<file path="src/rtl/mem_port_arbiter.sv">
// Arbitrates one single-port memory bus between instruction fetch and load/store.
// Data has fixed priority; a starvation counter forces a fetch after STARVE_MAX data wins.
module mem_port_arbiter #(
  parameter int unsigned ADDR_W     = 32,
  parameter int unsigned DATA_W     = 32,
  parameter int unsigned STARVE_MAX = 4
) (
  input  logic                  clk,
  input  logic                  reset_n,
  input  logic                  IReq,
  input  logic [ADDR_W-1:0]     IAdr,
  output logic [DATA_W-1:0]     IRData,
  output logic                  IReady,
  input  logic                  DReq,
  input  logic                  DWrite,
  input  logic [ADDR_W-1:0]     DAdr,
  input  logic [DATA_W-1:0]     DWData,
  input  logic [DATA_W/8-1:0]   DByteEn,
  output logic [DATA_W-1:0]     DRData,
  output logic                  DReady,
  output logic                  BusReq,
  output logic                  BusWrite,
  output logic [ADDR_W-1:0]     BusAdr,
  output logic [DATA_W-1:0]     BusWData,
  output logic [DATA_W/8-1:0]   BusByteEn,
  input  logic                  BusAck,
  input  logic [DATA_W-1:0]     BusRData,
  output logic                  Busy
);

  localparam int unsigned BeW = DATA_W / 8;
  localparam logic [3:0] StarveMax = 4'(STARVE_MAX);

  typedef enum logic [1:0] {StIdle, StFetch, StData, StResp} state_e;

  state_e              state_q, state_d;
  logic [3:0]          starve_cnt_q, starve_cnt_d;
  logic                resp_data_q, resp_data_d;
  logic                bus_write_q, bus_write_d;
  logic [ADDR_W-1:0]   bus_adr_q, bus_adr_d;
  logic [DATA_W-1:0]   bus_wdata_q, bus_wdata_d;
  logic [BeW-1:0]      bus_be_q, bus_be_d;
  logic [DATA_W-1:0]   irdata_q, irdata_d;
  logic [DATA_W-1:0]   drdata_q, drdata_d;
  logic                data_win;

  // Data wins unless fetch is pending and has already been passed over STARVE_MAX times.
  assign data_win = DReq && !(IReq && (starve_cnt_q == StarveMax));

  always_comb begin
    state_d      = state_q;
    starve_cnt_d = starve_cnt_q;
    resp_data_d  = resp_data_q;
    bus_write_d  = bus_write_q;
    bus_adr_d    = bus_adr_q;
    bus_wdata_d  = bus_wdata_q;
    bus_be_d     = bus_be_q;
    irdata_d     = irdata_q;
    drdata_d     = drdata_q;

    unique case (state_q)
      StIdle: begin
        if (data_win) begin
          state_d     = StData;
          resp_data_d = 1'b1;
          bus_write_d = DWrite;
          bus_adr_d   = DAdr;
          bus_wdata_d = DWData;
          bus_be_d    = DByteEn;
          if (IReq) begin
            starve_cnt_d = (starve_cnt_q == 4'hF) ? starve_cnt_q : starve_cnt_q + 4'd1;
          end else begin
            starve_cnt_d = 4'd0;
          end
        end else if (IReq) begin
          state_d      = StFetch;
          resp_data_d  = 1'b0;
          bus_write_d  = 1'b0;
          bus_adr_d    = IAdr;
          bus_wdata_d  = '0;
          bus_be_d     = '1;
          starve_cnt_d = 4'd0;
        end
      end
      StFetch, StData: begin
        if (BusAck) begin
          state_d = StResp;
          if (state_q == StFetch) begin
            irdata_d = BusRData;
          end else if (!bus_write_q) begin
            drdata_d = BusRData;
          end
        end
      end
      StResp: begin
        state_d = StIdle;
      end
      default: begin
        state_d = StIdle;
      end
    endcase
  end

  always_ff @(posedge clk) begin
    if (!reset_n) begin
      state_q      <= StIdle;
      starve_cnt_q <= 4'd0;
      resp_data_q  <= 1'b0;
      bus_write_q  <= 1'b0;
      bus_adr_q    <= '0;
      bus_wdata_q  <= '0;
      bus_be_q     <= '0;
      irdata_q     <= '0;
      drdata_q     <= '0;
    end else begin
      state_q      <= state_d;
      starve_cnt_q <= starve_cnt_d;
      resp_data_q  <= resp_data_d;
      bus_write_q  <= bus_write_d;
      bus_adr_q    <= bus_adr_d;
      bus_wdata_q  <= bus_wdata_d;
      bus_be_q     <= bus_be_d;
      irdata_q     <= irdata_d;
      drdata_q     <= drdata_d;
    end
  end

  assign BusReq    = (state_q == StFetch) || (state_q == StData);
  assign Busy      = (state_q != StIdle);
  assign IReady    = (state_q == StResp) && !resp_data_q;
  assign DReady    = (state_q == StResp) && resp_data_q;
  assign BusWrite  = bus_write_q;
  assign BusAdr    = bus_adr_q;
  assign BusWData  = bus_wdata_q;
  assign BusByteEn = bus_be_q;
  assign IRData    = irdata_q;
  assign DRData    = drdata_q;

endmodule

</file>
<file path="config.mk">
export PLATFORM = sky130hd
export DESIGN_NAME = mem_port_arbiter
export DESIGN_NICKNAME = d
export VERILOG_FILES = /design/src/rtl/mem_port_arbiter.sv
export SDC_FILE = /design/constraint.sdc
export NUM_CORES = 1
export LEC_CHECK = 0
export CORE_MARGIN = 3
export CORE_UTILIZATION = 40
export DETAILED_ROUTE_END_ITERATION = 16
export PLACE_DENSITY = 0.87
export SYNTH_ARGS = -nofsm -noshare
export SYNTH_HDL_FRONTEND = slang
export SYNTH_SLANG_ARGS = --single-unit
</file>
<file path="constraint.sdc">
create_clock -name clk -period 2.13 [get_ports clk]
set_clock_uncertainty 0.15 [all_clocks]
set_input_delay 0.426 -clock clk [delete_from_list [all_inputs] [get_ports clk]]
set_output_delay 0.426 -clock clk [all_outputs]
set_load 0.1 [all_outputs]
</file>
==> Slide: Implementation Results <==
Synthesis and Place & Route Summary

Run status
  – Status: complete, no violations

Final timing
  – Final Slew Violations: 0
  – Fin crit period: 2.02 ns
  – Final hold vios: 0
  – RSZ-0062 raised after global routing: no
  – Fin Setup TNS: 0 ns
  – Slew margin rel.: 0.724

Min path
  – Worst min-delay path class: flip-flop to flip-flop

Yosys
  – Synth unique cells: 40
  – Syn Area/Cell: 8.27 sq um
  – Synth Warn #: 0
  – Cells after synthesis: 660
  – Yosys chip area: 5460 sq um

Job
  – Log Warnings: 29

Critical path
  – Worst Setup Start Kind: flip-flop
  – Cell family with most CP delay: adder cells
  – Worst endpoint required time: 1.55 ns
  – Worst setup path class: flip-flop to primary output
  – Cell Chain, Critical Path: inv_1, ha_2, buf_12

Clock network
  – Post-CTS Resized: 0
  – Post-CTS setup buffers: 0
  – CTS Buffer Depth: 2

Die
  – Chip Height: 123 microns
## through the flow
step                hold slack, ns  worst slack [ns]  instances  cell area (sq um)
floorplan                    0.306            0.0547        660               5460
global placement             0.292             0.161       1078               8170
detailed placement           0.297            0.0990       1078               8170
CTS                          0.281            0.0793       1110               8830
global route                 0.316            0.0406       1110               8830
finish                       0.304             0.106       1110               8830
## layout make-up
type,instances,area [sq um],share of cell area
Timing Repair Buffer,306,2760,0.313
Multi-Input combinational cell,449,2360,0.268
Clock inverter,10,185,0.0210
Inverter,7,26.3,0.00297
Clock buffer,22,474,0.0537
Sequential cell,140,2800,0.317
Tap cell,176,220,0.0249
## registers in the layout, indices dropped and copies added, names as in the netlist, 2 cells and up
name	flops
BusByteEn	4
BusAdr	32
starve_cnt_q	4
IRData	32
state_q	2
DRData	32
BusWData	32
## placed cells by master, fill, tap and decap left out, types with 6 or more instances in the layout
cell type | synthesis | routed
nand2_1 | 144 | 144
clkdlybuf4s50_1 | 0 | 136
dfxtp_1 | 140 | 140
nand4_1 | 14 | 14
inv_1 | 7 | 6
nor2_1 | 22 | 22
a32oi_1 | 22 | 22
clkbuf_16 | 0 | 17
a21oi_1 | 110 | 110
a31oi_1 | 33 | 33
o21ai_0 | 41 | 41
buf_4 | 5 | 159
buf_12 | 0 | 10
o21ai_1 | 24 | 24
## final timing paths
path,slack (ns),startpoint,endpoint,cells after the start
max,0.11,state_q[0]$_SDFFE_PN0P_,BusReq,3
min,0.30,IRData[2]$_SDFFE_PN0P_,IRData[2]$_SDFFE_PN0P_,2
max reg2reg,0.28,state_q[0]$_SDFFE_PN0P_,DRData[21]$_SDFFE_PN0P_,6
min reg2reg,0.30,IRData[2]$_SDFFE_PN0P_,IRData[2]$_SDFFE_PN0P_,2
## worst reg2reg max path, stage by stage (launching register included)
cell and delay (ns):
dfxtp_1 0.38, inv_1 0.06, ha_2 0.40, nor4bb_4 0.31
buf_4 0.25, nand2_1 0.09, a21oi_1 0.14
## routing by layer
metal / wire, microns / track usage / up-vias
li1: - / - / 2858
met3: 1840 / 0.0793 / 31
met4: 461 / 0.103 / 0
met2: 9080 / 0.390 / 300
met5: 0 / 0 / -
met1: 7040 / 0.268 / 2738
## power by group through the flow
stage                     clock network, mW  logic [mW]  registers [mW]
final                                  3.29        7.50            3.51
after CTS                              3.33        7.52            3.51
after floorplan                           0        1.79            7.33
after global placement                    0        7.45            3.54
after detailed placement                  0        7.52            3.54
after global routing                   3.44        7.83            3.57
## logic make-up (layout without fill, tap and decap cells)
group           count (synthesis)  after routing  share of synthesized area
mux                             2              2                    0.00367
flops                         140            140                      0.514
compound gates                243            243                      0.256
fa+ha+maj                       5              5                     0.0115
buf+inv                        71            345                     0.0582
simple gates                  199            199                      0.157
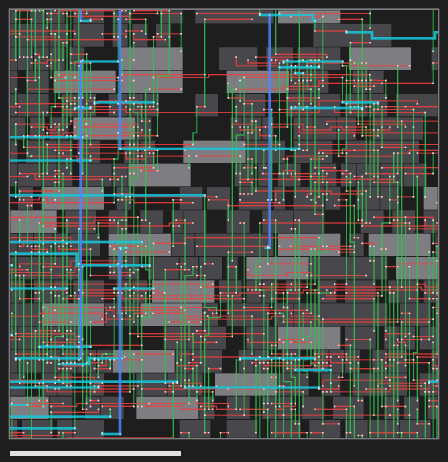
closeup.png
The bar under the picture is 20 microns long. Window x 6 to 56, y 6 to 56 microns. Cells in grey, sequential cells in the stronger grey; small squares are vias.
Red shows M1. Green shows M2. Blue shows M4. Cyan shows M3.
Sequential cells in the window: 24. Most frequent: clkdlybuf4s50_1 (32), buf_4 (32), o21ai_0 (26). 212 logic cells have their middle in the window. Netlist names of flops here include BusAdr (19), starve_cnt_q (4).

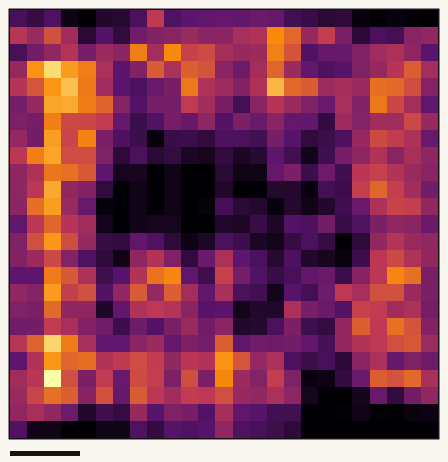
route_heat.png
The bar under the picture is 20 microns long. 25 x 25 tiles, from black (low) to pale yellow (high), scaled to the fullest tile. Values are wire area over tile area, all layers added.
21% of the tiles are over half the peak. The fullest tile reaches 0.61. The mean over all tiles is 0.20. The emptiest ninth of the die: centre. 6.1% of the tiles are nearly empty.

Power is estimated from default activity; no workload was simulated.
